==> run_1/closeup.png <==
Window x 38 to 63, y 18 to 43 µm. Cells in gray, sequential cells in the stronger gray; small squares are vias.
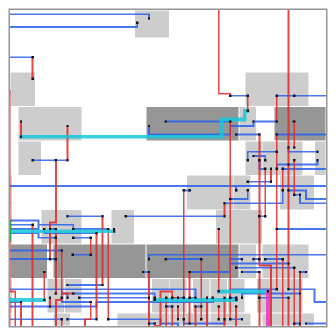
==> run_1/pinout.png <==
(4 px per µm) Pins as bars across the die edge, other pins in gray.
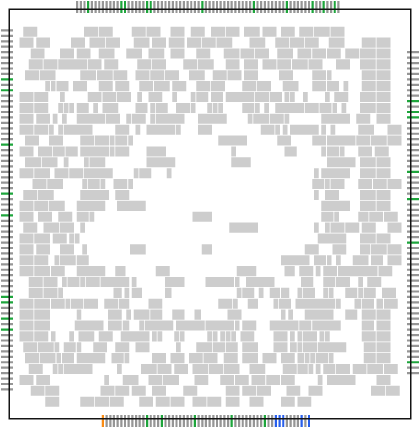
==> run_1/ff_map.png <==
(3 px per µm)
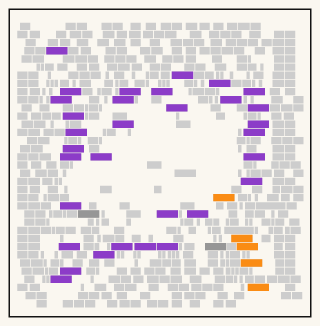
==> run_1/congestion_map.png <==
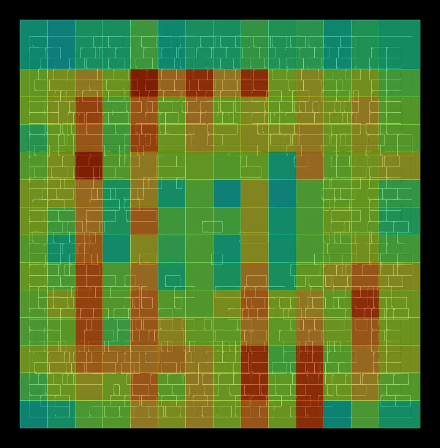
## config.mk

```make
export PLATFORM = sky130hd
export DESIGN_NAME = regfile_wb_arbiter
export DESIGN_NICKNAME = d
export VERILOG_FILES = /design/src/rtl/regfile_wb_arbiter.sv
export SDC_FILE = /design/constraint.sdc
export NUM_CORES = 1
export LEC_CHECK = 0
export CAP_MARGIN = 25
export CORE_AREA = 2 2 98 100
export CTS_CLUSTER_SIZE = 28
export DETAILED_ROUTE_END_ITERATION = 6
export DIE_AREA = 0 0 100 102
export GPL_ROUTABILITY_DRIVEN = 0
export PLACE_DENSITY = 0.78
export REMOVE_ABC_BUFFERS = 1
export SYNTH_ARGS = -nofsm -noshare
export SYNTH_HDL_FRONTEND = slang
export SYNTH_SLANG_ARGS = --single-unit
```

## constraint.sdc

```tcl
create_clock -name clk -period 3.2 [get_ports clk]
set_input_delay 0.32 -clock clk [delete_from_list [all_inputs] [get_ports clk]]
set_output_delay 0.32 -clock clk [all_outputs]
set_load 0.005 [all_outputs]
```

## src/rtl/regfile_wb_arbiter.sv

```systemverilog
// regfile_wb_arbiter
// Shares the single RegFile write port between the ALU (A) and load unit (B)
// write-back requesters, registers the winning write for one cycle, and
// forwards that in-flight write onto the two read ports.
module regfile_wb_arbiter #(
  parameter int XLEN  = 32,
  parameter bit RR_EN = 1'b1
) (
  input  logic            clk,
  input  logic            rst,
  input  logic            a_valid,
  output logic            a_ready,
  input  logic [4:0]      a_rd,
  input  logic [XLEN-1:0] a_wd,
  input  logic            b_valid,
  output logic            b_ready,
  input  logic [4:0]      b_rd,
  input  logic [XLEN-1:0] b_wd,
  output logic            rf_we,
  output logic [4:0]      rf_rd,
  output logic [XLEN-1:0] rf_wd,
  input  logic [4:0]      rs1,
  input  logic [4:0]      rs2,
  input  logic [XLEN-1:0] rf_rd1,
  input  logic [XLEN-1:0] rf_rd2,
  output logic [XLEN-1:0] rd1,
  output logic [XLEN-1:0] rd2
);

  typedef enum logic {
    PRI_A = 1'b0,
    PRI_B = 1'b1
  } pri_t;

  pri_t            pri;
  pri_t            pri_next;
  logic            s_valid;
  logic            s_valid_next;
  logic [4:0]      s_rd;
  logic [4:0]      s_rd_next;
  logic [XLEN-1:0] s_wd;
  logic [XLEN-1:0] s_wd_next;
  logic            grant_a;
  logic            grant_b;

  // Choose at most one winner per cycle; nobody is granted while reset is held.
  always_comb begin
    grant_a = 1'b0;
    grant_b = 1'b0;
    if (!rst) begin
      if (a_valid && b_valid) begin
        if (RR_EN && (pri == PRI_B)) begin
          grant_b = 1'b1;
        end else begin
          grant_a = 1'b1;
        end
      end else begin
        grant_a = a_valid;
        grant_b = b_valid;
      end
    end
  end

  assign a_ready = grant_a;
  assign b_ready = grant_b;

  // Next write-stage contents and priority pointer; x0 writes are granted but never enabled.
  always_comb begin
    s_valid_next = 1'b0;
    s_rd_next    = s_rd;
    s_wd_next    = s_wd;
    pri_next     = pri;
    if (grant_a) begin
      s_valid_next = (a_rd != 5'd0);
      s_rd_next    = a_rd;
      s_wd_next    = a_wd;
      if (RR_EN) begin
        pri_next = PRI_B;
      end
    end else if (grant_b) begin
      s_valid_next = (b_rd != 5'd0);
      s_rd_next    = b_rd;
      s_wd_next    = b_wd;
      if (RR_EN) begin
        pri_next = PRI_A;
      end
    end
  end

  // Write stage and priority pointer registers; reset discards any in-flight write.
  always_ff @(posedge clk) begin
    if (rst) begin
      s_valid <= 1'b0;
      s_rd    <= '0;
      s_wd    <= '0;
      pri     <= PRI_A;
    end else begin
      s_valid <= s_valid_next;
      s_rd    <= s_rd_next;
      s_wd    <= s_wd_next;
      pri     <= pri_next;
    end
  end

  assign rf_we = s_valid;
  assign rf_rd = s_rd;
  assign rf_wd = s_wd;

  // Forward the in-flight write to matching reads; a write being discarded by reset is not forwarded.
  always_comb begin
    rd1 = rf_rd1;
    rd2 = rf_rd2;
    if (!rst && s_valid && (rs1 != 5'd0) && (s_rd == rs1)) begin
      rd1 = s_wd;
    end
    if (!rst && s_valid && (rs2 != 5'd0) && (s_rd == rs2)) begin
      rd2 = s_wd;
    end
  end

endmodule

```

==> out/qor.yml <==
ys_warn_count: 0
whs_ns: 0.529
chipArea_um2: 10200
synthTopCellsByCount: "77 x nand2_1, 59 x mux2_2, 42 x nor2_1, 39 x dfxtp_1, 37 x a311oi_1"
antenna_found_initial: 1
final_antenna_net_count: 0
cts_resized: 0
grt_remaining_overflow: 0
drive_gt1_share_pct: 13.9
drv_slew: 0
warning_count: 25
power_frac_clock_pct: 22.0
comb_share_pct: 32.1
clkCellAreaFrac_pct: 1.52
grt_max_degree: 54
maxCapViolCount: 0
max_clock_freq_mhz: 339
crit_required_ns: 2.88
path_clk_slew_ns: 0.07
layout_top_cell: "clkdlybuf4s50_1"
status: "complete, no violations"
routed_wl_mm: 11.0
dp_hpwl_mm: 8.74
combPwrFrac_pct: 38.7
grt_use_total_pct: 20.2
path_class: "in2out"
vias: 3299
ctsRootBufferMaster: "clkbuf_8"
finalSetupViolCount: 0
switching_share_pct: 26.9
synth-edff-count: 0
initCoreUtil_pct: 29.0
synth-simple-area-share_pct: 18.7
cp_max_fo: 18
via_per_inst: 4.96
htree_levels: 2
grt_pass1_wl_mm: 16.3
combGateArea_um2: 1710
seq_area_frac_synth_pct: 29.6
syn_to_final_growth_pct: 102
n_all_buffers: 263
power_uw: 1450
taps: 111
power_switching_uw: 389
lay_top_cells: "254 x clkdlybuf4s50_1, 77 x nand2_1, 59 x mux2_2, 41 x nor2_1, 39 x dfxtp_1"
## Picture notes: closeup.png
green -> M5
cyan -> M3
red -> M2
magenta -> M4
blue -> M1
sequential cells in the window = 4
cells with their middle in the window = 29
most frequent = nand2_1 (7), clkdlybuf4s50_1 (5)
netlist names of flops here include = rf_wd (4)

## Picture notes: pinout.png
orange -> a_valid  # pins 1, direction input, edge bottom
blue -> a_rd  # pins 5, direction input, edge bottom
green -> rd2  # pins 32, direction output, edge 11 top, 9 left, 7 right, 5 bottom
all pins by edge = 72 top, 67 left, 60 right, 57 bottom
die width: 100 µm
Die Ht: 102 µm
I/O Buffers: 255

## Picture notes: ff_map.png
purple -> rf_wd  # flops 32
orange -> rf_rd  # flops 5, where bottom right
P_seq: 569 µW
Seq/total area: 14.6%
FF/Latch Area: 781 µm²
utilization after layout: 58.6%

## Picture notes: congestion_map.png
Avg WL per Cell: 16.6 µm
gr busiest metal: met2
M3 GR Usage: 6.22%

[run 1: power by group through the flow]
stage	combinational [µW]	clock (µW)	sequential [µW]
floorplan	166	0	571
global placement	550	0	578
detailed placement	561	0	580
CTS	565	333	569
global route	602	358	576
finish	560	319	569
[run 1: worst max-delay path, stage by stage]
cell,delay (ns)
clkdlybuf4s50_1,0.47
xnor2_1,0.13
nand3_1,0.15
a2111oi_4,0.38
buf_4,0.34
mux2_2,0.39
clkdlybuf4s50_1,0.45
[run 1: per-stage QoR]
| step | setup slack (ns) | instance area [µm²] | util (%) | cells |
|---|---|---|---|---|
| 2_1_floorplan | 0.0321 | 2490 | - | 283 |
| 3_3_place_gp | 0.287 | 5260 | 57.7 | 657 |
| 3_5_place_dp | 0.239 | 5260 | 57.7 | 657 |
| 4_1_cts | 0.230 | 5340 | 58.6 | 665 |
| 5_1_grt | 0.131 | 5340 | 58.6 | 665 |
| 6_report | 0.248 | 5340 | 58.6 | 665 |
[run 1: sequential cells by signal, indices dropped and copies added (netlist names)]
register / flops
pri: 1
rf_rd: 5
rf_we: 1
rf_wd: 32
[run 1: layer usage]
metal | part of all wire (%) | up-vias | track usage [%]
met4 | 0.86 | 2 | 4.53
met2 | 53 | 163 | 38.6
met1 | 37 | 1531 | 22.0
li1 | - | 1593 | -
met5 | 0.14 | - | 0
met3 | 8.3 | 10 | 6.22
[run 1: final timing paths]
path              startpoint   endpoint  slack (ns)  cells after the start
setup / recovery      rs1[2]    rd1[26]        0.25                      7
hold / removal     rf_wd[31]  rf_wd[31]        0.53                      2
setup reg to reg         pri  rf_wd[16]        1.34                      6
hold reg to reg    rf_wd[31]  rf_wd[31]        0.53                      2
Power is estimated from default activity; no workload was simulated.
